**src/rtl/gam_node_scanner.sv**
```systemverilog
// Read-side scanner: walks one class (or all classes) of GAM node memory and streams each node as a record. Optional GAM_SCAN_SKIP_EMPTY_EN drops nodes whose match count is 0.
// Latency: first rec_valid_o 2 cycles after start_i; 1 record per 2 cycles with rec_ready_i held high.
// Backpressure: HOLD waits indefinitely on rec_ready_i with all record fields frozen and no memory strobes.
module gam_node_scanner #(
    parameter int NUM_CLASSES     = 8,
    parameter int NODES_PER_CLASS = 16,
    parameter int VEC_W           = 256
) (
    input  logic             clk,
    input  logic             rst_n,
    input  logic             start_i,
    input  logic             all_classes_i,
    input  logic [31:0]      class_sel_i,
    output logic             busy_o,
    output logic             done_o,
    output logic             err_o,
    output logic [31:0]      mem_class_o,
    output logic [31:0]      mem_node_o,
    output logic             mem_x_c_o,
    output logic             mem_c_c_o,
    output logic             mem_w_c_o,
    output logic             mem_t_c_o,
    output logic             mem_m_c_o,
    output logic             mem_rd_wr_o,
    input  logic [31:0]      mem_class_i,
    input  logic [31:0]      mem_th_i,
    input  logic [31:0]      mem_m_i,
    input  logic [VEC_W-1:0] mem_w_i,
    output logic             rec_valid_o,
    input  logic             rec_ready_i,
    output logic [31:0]      rec_class_o,
    output logic [31:0]      rec_node_o,
    output logic [31:0]      rec_th_o,
    output logic [31:0]      rec_m_o,
    output logic [VEC_W-1:0] rec_w_o,
    output logic             rec_last_o
);

    typedef enum logic [1:0] {S_IDLE, S_READ, S_HOLD, S_DONE} state_t;

    localparam logic [31:0] LAST_NODE  = 32'(NODES_PER_CLASS - 1);
    localparam logic [31:0] LAST_CLASS = 32'(NUM_CLASSES - 1);

    state_t      state, state_nxt;
    logic [31:0] cur_class, cur_node, end_class;
    logic        is_last, sel_bad, skip_node;
    logic        start_ok, advance, err_nxt;

    assign is_last = (cur_node == LAST_NODE) && (cur_class == end_class);
    // Unsigned compare also rejects negative ints (they look huge).
    assign sel_bad = !all_classes_i && (class_sel_i > LAST_CLASS);

`ifdef GAM_SCAN_SKIP_EMPTY_EN
    assign skip_node = (mem_m_i == 32'd0);
`else
    assign skip_node = 1'b0;
`endif

    // Memory interface is pure decode of state: strobes only in READ, never a write.
    assign mem_class_o = (state == S_READ) ? cur_class : 32'd0;
    assign mem_node_o  = (state == S_READ) ? cur_node  : 32'd0;
    assign mem_c_c_o   = (state == S_READ);
    assign mem_w_c_o   = (state == S_READ);
    assign mem_t_c_o   = (state == S_READ);
    assign mem_m_c_o   = (state == S_READ);
    assign mem_x_c_o   = 1'b0;
    assign mem_rd_wr_o = 1'b0;
    assign busy_o      = (state != S_IDLE);
    assign done_o      = (state == S_DONE);
    assign rec_valid_o = (state == S_HOLD);

    // State register.
    always_ff @(posedge clk or negedge rst_n) begin
        if (!rst_n) state <= S_IDLE;
        else        state <= state_nxt;
    end

    // Next-state and index-control decode.
    always_comb begin
        state_nxt = state;
        start_ok  = 1'b0;
        advance   = 1'b0;
        err_nxt   = 1'b0;
        unique case (state)
            S_IDLE: begin
                if (start_i) begin
                    if (sel_bad) begin
                        err_nxt = 1'b1;
                    end else begin
                        start_ok  = 1'b1;
                        state_nxt = S_READ;
                    end
                end
            end
            S_READ: begin
                if (skip_node) begin
                    // Empty node: move on without presenting it.
                    if (is_last) begin
                        state_nxt = S_DONE;
                    end else begin
                        advance   = 1'b1;
                        state_nxt = S_READ;
                    end
                end else begin
                    state_nxt = S_HOLD;
                end
            end
            S_HOLD: begin
                if (rec_ready_i) begin
                    if (is_last) begin
                        state_nxt = S_DONE;
                    end else begin
                        advance   = 1'b1;
                        state_nxt = S_READ;
                    end
                end
            end
            S_DONE:  state_nxt = S_IDLE;
            default: state_nxt = S_IDLE;
        endcase
    end

    // Class/node walk counters; node wraps into the next class.
    always_ff @(posedge clk or negedge rst_n) begin
        if (!rst_n) begin
            cur_class <= 32'd0;
            cur_node  <= 32'd0;
            end_class <= 32'd0;
        end else if (start_ok) begin
            cur_class <= all_classes_i ? 32'd0 : class_sel_i;
            end_class <= all_classes_i ? LAST_CLASS : class_sel_i;
            cur_node  <= 32'd0;
        end else if (advance) begin
            if (cur_node == LAST_NODE) begin
                cur_node  <= 32'd0;
                cur_class <= cur_class + 32'd1;
            end else begin
                cur_node  <= cur_node + 32'd1;
            end
        end
    end

    // Record capture from the combinational memory at the end of READ; frozen otherwise.
    always_ff @(posedge clk or negedge rst_n) begin
        if (!rst_n) begin
            rec_class_o <= 32'd0;
            rec_node_o  <= 32'd0;
            rec_th_o    <= 32'd0;
            rec_m_o     <= 32'd0;
            rec_w_o     <= '0;
            rec_last_o  <= 1'b0;
        end else if (state == S_READ) begin
            rec_class_o <= mem_class_i;
            rec_node_o  <= cur_node;
            rec_th_o    <= mem_th_i;
            rec_m_o     <= mem_m_i;
            rec_w_o     <= mem_w_i;
            rec_last_o  <= is_last && !skip_node;
        end
    end

    // Out-of-range class request reported one cycle after start_i.
    always_ff @(posedge clk or negedge rst_n) begin
        if (!rst_n) err_o <= 1'b0;
        else        err_o <= err_nxt;
    end

endmodule

```
**config.mk**
```make
export PLATFORM = sky130hd
export DESIGN_NAME = gam_node_scanner
export DESIGN_NICKNAME = d
export VERILOG_FILES = /design/src/rtl/gam_node_scanner.sv
export SDC_FILE = /design/constraint.sdc
export NUM_CORES = 1
export LEC_CHECK = 0
export CORE_AREA = 10 10 322 324
export DETAILED_ROUTE_END_ITERATION = 8
export DIE_AREA = 0 0 332 334
export GPL_TIMING_DRIVEN = 1
export PLACE_DENSITY = 0.46
export SYNTH_ARGS = -nofsm -noshare
export SYNTH_HDL_FRONTEND = slang
export SYNTH_SLANG_ARGS = --single-unit
```
**constraint.sdc**
```tcl
create_clock -name clk -period 4.6 [get_ports clk]
set_input_delay 0.92 -clock clk [delete_from_list [all_inputs] [get_ports clk]]
set_output_delay 0.92 -clock clk [all_outputs]
set_load 0.02 [all_outputs]
```
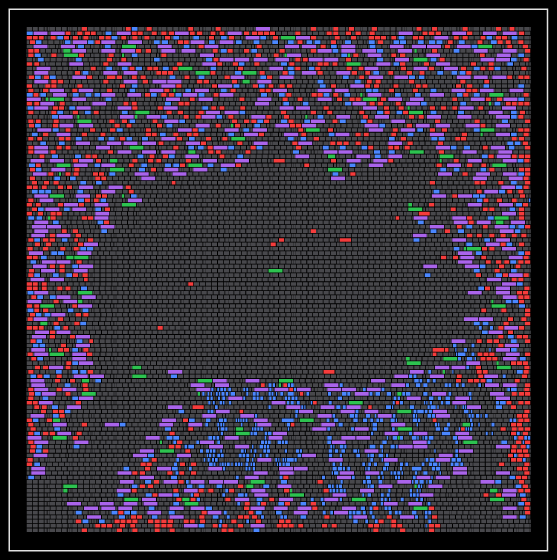
(run_1/class_map.png)
Fill, decap, tap and diode cells in gray.
sequential cells: shown in purple, cells 484, share of their area 40%. remaining buffers and delay cells: shown in red, cells 869, share of their area 29%. remaining logic cells: shown in blue, cells 878, share of their area 24%. clock drivers and dummy loads: shown in green, cells 110, share of their area 6.3%.

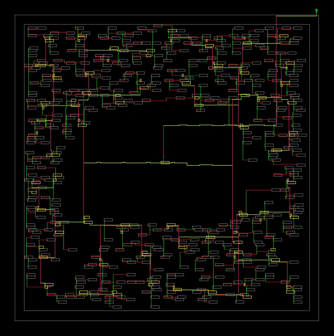
(run_1/clock_nets.png)
clock buffer count from CTS: 60
count of flip-flops and latches: 484
power in the clock group: 0.00456 W

==> impl_metrics.py, run 1 <==
# Synthesis and PnR figures
metrics = {
    "worst_setup_path": {
        "slowest_stage": "clkdlybuf4s50_1",
        "critical-path-max-stage-delay_ns": 0.67,
        "family_of_cells_with_the_greatest_summed_delay_on_the_critical_path": "buffers and inverters",
        "timing.rr.end": "cur_class[19]",
        "critPathBufInv": 2,
        "timing.critical_path.from": "state[1]",
        "end_point_of_the_critical_path": "mem_node_o[24]",
        "path_class": "register to output pin",
    },
    "sta": {
        "final.period_utilization_pct": 81.4,
        "slew_violations": 0,
        "worst_pin_slew_ns": 1.02,
        "unrepaired_setup_endpoints_after_global_routing": "no",
        "worst_slack_ns": 0.856,
        "setup_total_negative_slack_ns": 0,
        "skew_ns": 0.0103,
        "finalSetupViolCount": 0,
    },
    "floorplanning": {
        "floorplan.die.height_um": 334,
        "fp_util_pct": 20.3,
        "n_tap_cell": 1287,
        "fp.dieW_um": 332,
    },
    "layout": {
        "design.final.nets": 2684,
        "final_area_um2": 31600,
        "largest_cell_class": "registers",
        "dominant_logic_cell_type_in_the_layout": "clkdlybuf4s50_1",
        "clock_tree_area_fraction_pct": 5.97,
        "logic_gates": 870,
        "post_route_cells_drive_above_1_share_pct": 21.9,
        "finish.cell_count_without_fillers": 3631,
        "area.share.sequential_pct": 38.3,
        "layout.area.comb_um2": 7280,
        "layout_top_cells": "clkdlybuf4s50_1, dfrtp_1, mux2_2, and2_1, clkbuf_16",
        "inverters": 8,
        "final.fill_count": 9765,
        "final_core_utilization_pct": 32.4,
    },
    "power_and_ir_drop": {
        "pwr_density_cell_nw_per_um2": 667,
        "combinationalPower_w": 0.00967,
        "static-leakage-power_nw": 12.7,
        "seq_cell_power_w": 0.00687,
        "power.sequential.fraction_pct": 32.5,
        "cellInternalPower_w": 0.0134,
        "clockPowerShare_pct": 21.6,
    },
    "clock_tree": {
        "tritoncts_num_sinks": 484,
        "postCtsSetupRepairBufs": 0,
        "tritoncts": "yes",
    },
    "place": {
        "gpl.final_weighted_congestion": 0.840,
        "post-dp-hpwl_um": 68000,
        "numPortBuffers": 845,
    },
    "synthesis": {
        "yosys_warnings": 0,
        "synthMuxAreaShare_pct": 21.9,
        "synthXorXnorAreaFrac_pct": 1.95,
        "synthesis.area_per_instance_um2": 13.6,
        "proportion_of_synthesized_chip_area_in_sequential_cells_pct": 61.2,
        "ys_top_cells_by_count": "dfrtp_1, mux2_2, and2_1, clkbuf_1, o21ai_0",
        "top_cells_by_area": "dfrtp_1, mux2_2, and2_1, xnor2_1, o21ai_0",
        "ys_sh_adder_pct": 0.126,
        "synthArstFlopShare_pct": 100,
        "netlist.area_leader.share_pct": 61.2,
        "ys_seq_elements": 484,
        "synth.cell_area_um2": 19800,
    },
    "global_route": {
        "grtUsageMet1_pct": 17.3,
        "grt-ovfl-total": 0,
        "layer_with_the_highest_usage": "met2",
        "globalRouteMet2Util_pct": 26.2,
        "grt_max_degree": 151,
        "grt_antenna_before_repair": 13,
    },
    "run_status": {
        "outcome": "complete, no violations",
    },
    "route": {
        "post-route-drc-count": 0,
        "drtAntennaViolNets": 0,
        "detailroute.wirelength.met3_um": 7300,
        "met1_wire_length_um": 34300,
        "post_drt_via_cell_ratio": 4.20,
    },
    "min_path": {
        "class_of_the_tightest_hold_or_removal_check": "primary input to async pin",
    },
}
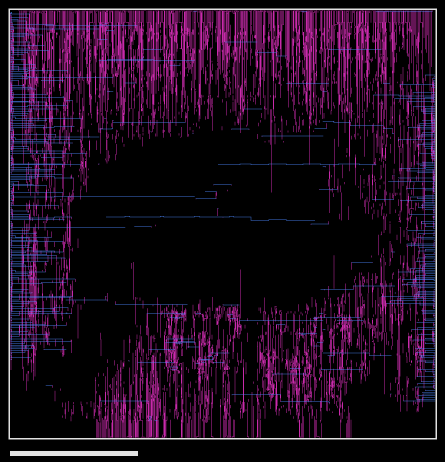
(run_1/layers.png)
The bar under the picture is 100 µm long. Two of the layers only.
M3: shown in blue, wire length 7300 µm. M2: shown in magenta, wire length 43.7 mm.

## Run 2: what changed since run 1
--- a/config.mk
+++ b/config.mk
@@ -9,7 +9,7 @@
 export DETAILED_ROUTE_END_ITERATION = 8
 export DIE_AREA = 0 0 332 334
 export GPL_TIMING_DRIVEN = 1
-export PLACE_DENSITY = 0.46
+export PLACE_DENSITY = 0.47
 export SYNTH_ARGS = -nofsm -noshare
 export SYNTH_HDL_FRONTEND = slang
 export SYNTH_SLANG_ARGS = --single-unit
==> constraint.sdc (replaced) <==
create_clock -name clk -period 3 [get_ports clk]
set_input_delay 0.6 -clock clk [delete_from_list [all_inputs] [get_ports clk]]
set_output_delay 0.6 -clock clk [all_outputs]
set_load 0.02 [all_outputs]
==> run 2 against run 1 <==
Utilization is 0.75 points higher. Final cell count grew 1.5%. Routed wire length is 0.10% lower. Via count is 1.8% higher. Combinational power rose by 55%. Largest power group unchanged. Highest routed layer unchanged.
==> impl_metrics.py, run 2 <==
# Synthesis and PnR figures
metrics = {
    "route": {
        "detailroute.wirelength.met3_um": 8020,
        "post_drt_via_cell_ratio": 4.22,
    },
    "layout": {
        "logic_gates": 870,
        "clock_tree_area_fraction_pct": 6.22,
        "seq_cells": 484,
        "final_core_utilization_pct": 33.2,
        "layout.area.comb_um2": 7280,
        "post_route_cells_drive_above_1_share_pct": 23.3,
        "layout_top_cells": "clkdlybuf4s50_1, dfrtp_1, mux2_2, and2_1, clkbuf_16",
        "design.final.nets": 2731,
        "largest_cell_class": "registers",
    },
    "run_status": {
        "outcome": "complete, no violations",
    },
    "sta": {
        "worst_slack_ns": 0.120,
        "final.period_utilization_pct": 96.0,
        "unrepaired_setup_endpoints_after_global_routing": "no",
        "finalSetupViolCount": 0,
    },
    "synthesis": {
        "synth.cell_area_um2": 19800,
        "synthesis.area_per_instance_um2": 13.6,
        "proportion_of_synthesized_chip_area_in_sequential_cells_pct": 61.2,
        "synthArstFlopShare_pct": 100,
        "ys_top_cells_by_count": "dfrtp_1, mux2_2, and2_1, clkbuf_1, o21ai_0",
        "ys_seq_elements": 484,
    },
    "clock_tree": {
        "tritoncts_num_sinks": 484,
        "tritoncts": "yes",
        "postCtsSetupRepairBufs": 1,
    },
    "place": {
        "gpl.final_weighted_congestion": 0.832,
        "post-dp-hpwl_um": 67600,
    },
    "power_and_ir_drop": {
        "seq_cell_power_w": 0.0105,
        "clockPowerShare_pct": 22.5,
        "power.sequential.fraction_pct": 31.9,
    },
    "floorplanning": {
        "n_tap_cell": 1287,
        "fp_util_pct": 20.3,
        "floorplan.die.height_um": 334,
        "fp.dieW_um": 332,
    },
    "global_route": {
        "layer_with_the_highest_usage": "met2",
        "grt_antenna_before_repair": 21,
        "globalRouteMet2Util_pct": 25.8,
        "grt-ovfl-total": 0,
    },
    "min_path": {
        "class_of_the_tightest_hold_or_removal_check": "primary input to async pin",
    },
    "worst_setup_path": {
        "timing.critical_path.from": "state[1]",
        "critPathBufInv": 2,
        "critical-path-max-stage-delay_ns": 0.63,
        "family_of_cells_with_the_greatest_summed_delay_on_the_critical_path": "buffers and inverters",
        "timing.rr.end": "cur_class[2]",
    },
}
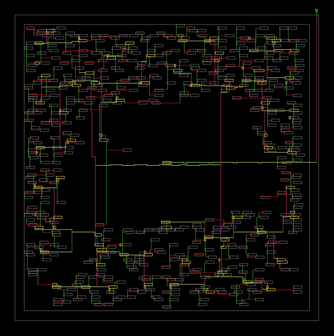
(run_2/clock_nets.png)
clock buffer count from CTS: 61
Clock Skew: 0.0331 ns
power in the clock group: 0.00741 W
Clk Latency, worst-skew pair: 0.66 ns

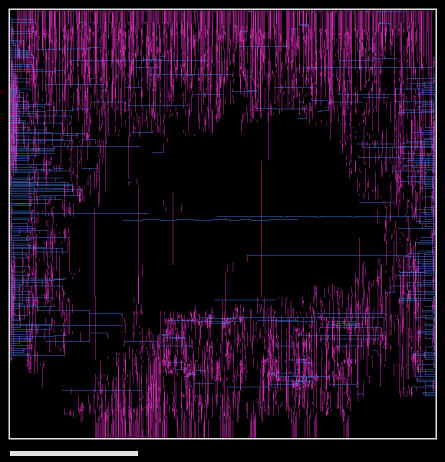
(run_2/layers.png)
The bar under the picture is 100 µm long. Two of the layers only.
M3: shown in blue, wire length 8020 µm. M2: shown in magenta, wire length 43.5 mm.

No activity file was given, so power comes from the tool's default toggle rates.
